===== config.mk =====
export PLATFORM = sky130hd
export DESIGN_NAME = uart_tx
export DESIGN_NICKNAME = d
export VERILOG_FILES = /design/src/rtl/uart_pkg.sv /design/src/rtl/uart_tx.sv
export SDC_FILE = /design/constraint.sdc
export NUM_CORES = 1
export LEC_CHECK = 0
export ABC_CLOCK_PERIOD_IN_PS = 1580
export CORE_MARGIN = 1.5
export CORE_UTILIZATION = 46
export CTS_CLUSTER_SIZE = 8
export DETAILED_ROUTE_END_ITERATION = 10
export PLACE_DENSITY = 0.74
export SYNTH_ARGS = -nofsm -noshare
export SYNTH_HDL_FRONTEND = slang
export SYNTH_SLANG_ARGS = --single-unit
export TNS_END_PERCENT = 30

===== constraint.sdc =====
create_clock -name clk -period 1.58 [get_ports clk]
set_clock_uncertainty 0.05 [all_clocks]
set_input_delay 0.158 -clock clk [delete_from_list [all_inputs] [get_ports clk]]
set_output_delay 0.158 -clock clk [all_outputs]
set_load 0.05 [all_outputs]

===== src/rtl/uart_pkg.sv =====
// Shared UART definitions: transmitter state encoding and legal parameter ranges.
package uart_pkg;

  // Transmitter FSM states; IDLE is zero so a cleared register reads as idle.
  typedef enum logic [2:0] {
    IDLE   = 3'd0,
    WAIT   = 3'd1,
    START  = 3'd2,
    DATA   = 3'd3,
    PARITY = 3'd4,
    STOP   = 3'd5
  } tx_state_e;

  // Legal frame-format ranges.
  localparam int DATA_BITS_MIN = 5;
  localparam int DATA_BITS_MAX = 8;
  localparam int STOP_BITS_MIN = 1;
  localparam int STOP_BITS_MAX = 2;

  // Wide enough to count up to DATA_BITS_MAX data bits.
  localparam int BIT_CNT_W = $clog2(DATA_BITS_MAX + 1);

endpackage


===== src/rtl/uart_tx.sv =====
// UART transmitter: accepts one word per frame and shifts it out LSB first,
// paced by an external one-clk baud_tick strobe.
//
// Handshake: a word is accepted on a rising clk edge where tx_valid and
// tx_ready are both 1. tx_ready is registered, high only in IDLE, and never
// looks at tx_valid; tx_data is captured at accept and ignored afterwards.
module uart_tx
  import uart_pkg::*;
#(
  parameter int DATA_BITS  = 8,
  parameter int PARITY_EN  = 0,
  parameter int PARITY_ODD = 0,
  parameter int STOP_BITS  = 1
) (
  input  logic                 clk,
  input  logic                 rst,
  input  logic                 baud_tick,
  input  logic [DATA_BITS-1:0] tx_data,
  input  logic                 tx_valid,
  output logic                 tx_ready,
  output logic                 txd,
  output logic                 busy,
  output logic                 tx_done,
  output logic [2:0]           state_dbg
);

  // Reject illegal frame formats while elaborating.
  if (DATA_BITS < DATA_BITS_MIN || DATA_BITS > DATA_BITS_MAX) begin : g_bad_data_bits
    $error("uart_tx: DATA_BITS must be between 5 and 8");
  end
  if (STOP_BITS < STOP_BITS_MIN || STOP_BITS > STOP_BITS_MAX) begin : g_bad_stop_bits
    $error("uart_tx: STOP_BITS must be 1 or 2");
  end

  localparam logic [BIT_CNT_W-1:0] LAST_DATA = BIT_CNT_W'(DATA_BITS);
  localparam logic                 LAST_STOP = 1'(STOP_BITS - 1);
  localparam logic                 ODD_FLIP  = 1'(PARITY_ODD);

  tx_state_e              state;
  logic [DATA_BITS-1:0]   shift_reg;
  logic [BIT_CNT_W-1:0]   bit_cnt;
  logic                   stop_cnt;
  logic                   parity_bit;

  assign state_dbg = state;

  // Frame sequencer; every output is a register updated here.
  always_ff @(posedge clk) begin
    if (rst) begin
      state      <= IDLE;
      txd        <= 1'b1;
      tx_ready   <= 1'b1;
      busy       <= 1'b0;
      tx_done    <= 1'b0;
      shift_reg  <= '0;
      bit_cnt    <= '0;
      stop_cnt   <= 1'b0;
      parity_bit <= 1'b0;
    end else begin
      tx_done <= 1'b0;
      case (state)
        // A tick on the accept edge is ignored; the start bit waits for
        // the next tick so it lasts a full bit period.
        IDLE: begin
          if (tx_valid && tx_ready) begin
            shift_reg  <= tx_data;
            parity_bit <= (^tx_data) ^ ODD_FLIP;
            bit_cnt    <= '0;
            stop_cnt   <= 1'b0;
            tx_ready   <= 1'b0;
            busy       <= 1'b1;
            state      <= WAIT;
          end
        end
        WAIT: begin
          if (baud_tick) begin
            txd   <= 1'b0;
            state <= START;
          end
        end
        START: begin
          if (baud_tick) begin
            txd       <= shift_reg[0];
            shift_reg <= shift_reg >> 1;
            bit_cnt   <= BIT_CNT_W'(1);
            state     <= DATA;
          end
        end
        DATA: begin
          if (baud_tick) begin
            if (bit_cnt == LAST_DATA) begin
              if (PARITY_EN != 0) begin
                txd   <= parity_bit;
                state <= PARITY;
              end else begin
                txd   <= 1'b1;
                state <= STOP;
              end
            end else begin
              txd       <= shift_reg[0];
              shift_reg <= shift_reg >> 1;
              bit_cnt   <= bit_cnt + BIT_CNT_W'(1);
            end
          end
        end
        PARITY: begin
          if (baud_tick) begin
            txd   <= 1'b1;
            state <= STOP;
          end
        end
        STOP: begin
          if (baud_tick) begin
            if (stop_cnt == LAST_STOP) begin
              tx_done  <= 1'b1;
              tx_ready <= 1'b1;
              busy     <= 1'b0;
              state    <= IDLE;
            end else begin
              stop_cnt <= stop_cnt + 1'b1;
            end
          end
        end
        default: begin
          txd      <= 1'b1;
          tx_ready <= 1'b1;
          busy     <= 1'b0;
          state    <= IDLE;
        end
      endcase
    end
  end

endmodule


pinout.png
Drawn at 10 px/um. Pins as bars across the die edge, other pins in grey.
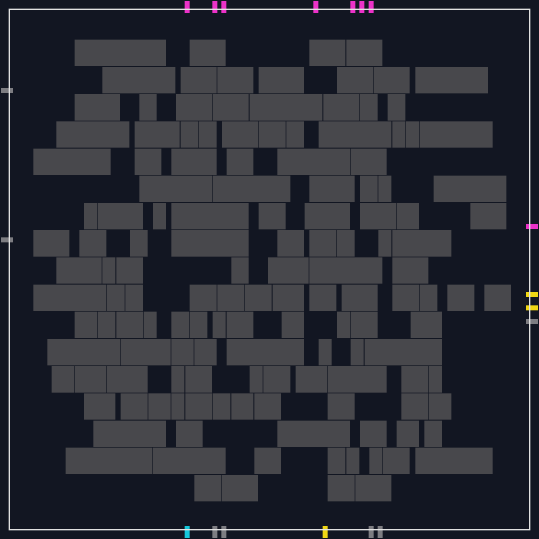
Key: cyan = tx_done [pins 1, direction output, edge bottom]; magenta = tx_data [pins 8, direction input, edge 7 top, 1 right]; yellow = state_dbg [pins 3, direction output, edge 2 right, 1 bottom]
All pins by edge: 7 top, 6 bottom, 4 right, 2 left.
DIE WIDTH: 51.90 um
Die Ht: 51.90 um

m2.png
Drawn at 10 px/um.
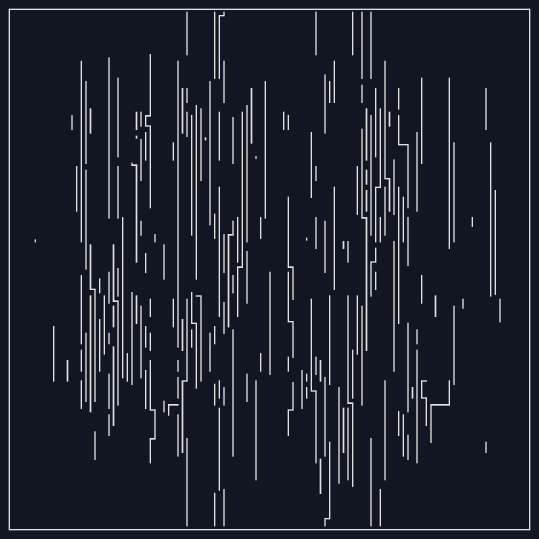
The wires run mostly vertical. The longest straight run is 28.6 um. The layer carries 1150 um of wire. 130 nets have wire on it. The layer holds 48% of the routed length.
WL final: 2384 um
via count: 934
GRT met2 Usage: 33.33%

==> impl_metrics.tcl <==
# flow metrics
set metrics [dict create \
    critPathMaxFanout 12 \
    antenna_left 0 \
    startpoint_type "register" \
    syn_to_final_growth_pct 27.42 \
    status "complete, no violations" \
    ys_sh_xor_pct 0.7964 \
    finalClockPeriodUsage_pct 97.70 \
    setup_violations 0 \
    layout_top_cells "a21oi_1 (14), buf_4 (14), dfxtp_1 (13)" \
    grt_pass1_vias 881 \
    antenna_found_initial 0 \
    pre_cts_ws_ns -0.02149 \
    edf_count 0 \
    powerComb_uw 398 \
    power_frac_clock_pct 20.7 \
    place_area_sq_um 1345 \
    cts_buffer_depth 2 \
    r2r_start "bit_cnt[0]" \
    ys_types 37 \
    crit_family "simple AND/OR/NAND/NOR gates" \
    largest_reg_flops 8 \
    yosys-stat-cells 118 \
    hp-class "in2reg" \
    layout_setup_ws_ns 0.03640 \
    n_antenna_cell 0 \
    fin_area_sq_um 1401 \
    drt_iter0_drc 15 \
    nets 155 \
    hold_violations 0 \
    synthAoiAreaFrac_pct 28.90 \
    dp_cells 163 \
    maxSlewViolCount 0 \
    avgSynthCellArea_sq_um 9.320 \
    yosys.area.top_type "dfxtp_1" \
    reg2reg_depth 6 \
    drt-pass1-iter-count 4 \
    grt_pass1_wl_um 4064 \
    clk_latency_ns 0.30 \
    htree_levels 1 \
    path_class "reg2reg" \
    worstReg2RegEnd "bit_cnt[2]" \
    arrival_ns 1.68 \
    cts_buffers 3 \
    drive_gt1_share_pct 31.43 \
    power_leader "registers" \
    rrSetupSlack_ns 0.04 \
    path_buffers 1 \
    cp_slowest_cell "dfxtp_2" \
    yosysWarnings 0 \
    rows 17 \
    syn_inst 118 \
    simple_gate_share_pct 19.57 \
    grtUsageTotal_pct 19.99 \
    postSynthSeqShare_pct 34.58 \
    leakage_nw 0.5379 \
    slew_headroom_pct 68.05 \
    synth.top_cell.area_share_pct 34.58 \
    drc 0 \
    pwr-share-comb_pct 32.4 \
    area_leaders "dfxtp_1 (35%), a211oi_2 (6.8%), a21oi_1 (6.4%)" \
    max_freq_ghz 0.6478 \
    via_per_inst 5.560 \
    worstPathCellList "inv_2 > ha_4 > and4b_4 > o211ai_4 > and2_4 > o32ai_1" \
    crit_start "bit_cnt[0]" \
    drv_cap 0 \
    syn_nets 132 \
    tightest_slew_ns 0.4792 \
    postCtsSetupRepairBufs 1 \
]
port_trees.png
Drawn at 6 px/um.
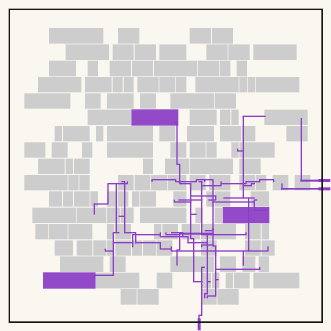
Key: purple = state_dbg [bits 3, direction output, edge 2 right, 1 bottom, end cells 3, buffers 4, wire 316 um]
Port Buffers: 18
# IOs: 19

placed.png
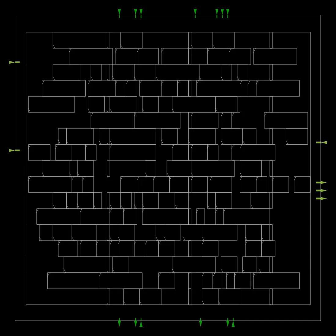
core box area: 2233 sq um
Layout Utilization: 62.75%
final std cells w/o fill: 168

[metal layers]
layer / track usage, % / wire, um / vias up
met1: 25.99 / 1155 / 436
met5: 0 / 0 / -
met3: 5.172 / 73 / 2
li1: - / - / 483
met4: 3.947 / 9 / 0
met2: 33.33 / 1145 / 13
[layout make-up]
class,instances,area (sq um)
fillers,185,832.0
multi-input cells,85,668.1
flip-flops and latches,19,390.4
repair buffers,28,266.5
well taps,28,35.03
clock buffers,4,26.28
inverters,4,15.01
[metrics by stage]
step,utilization (%),setup TNS [ns],total power [mW]
2_1_floorplan,-,0,0.8678
3_3_place_gp,60.22,0,0.9652
3_5_place_dp,60.22,-0.03695,0.9778
4_1_cts,61.96,0,1.232
5_1_grt,62.75,-0.07899,1.300
6_report,62.75,0,1.230
No activity file was given, so power comes from the tool's default toggle rates.
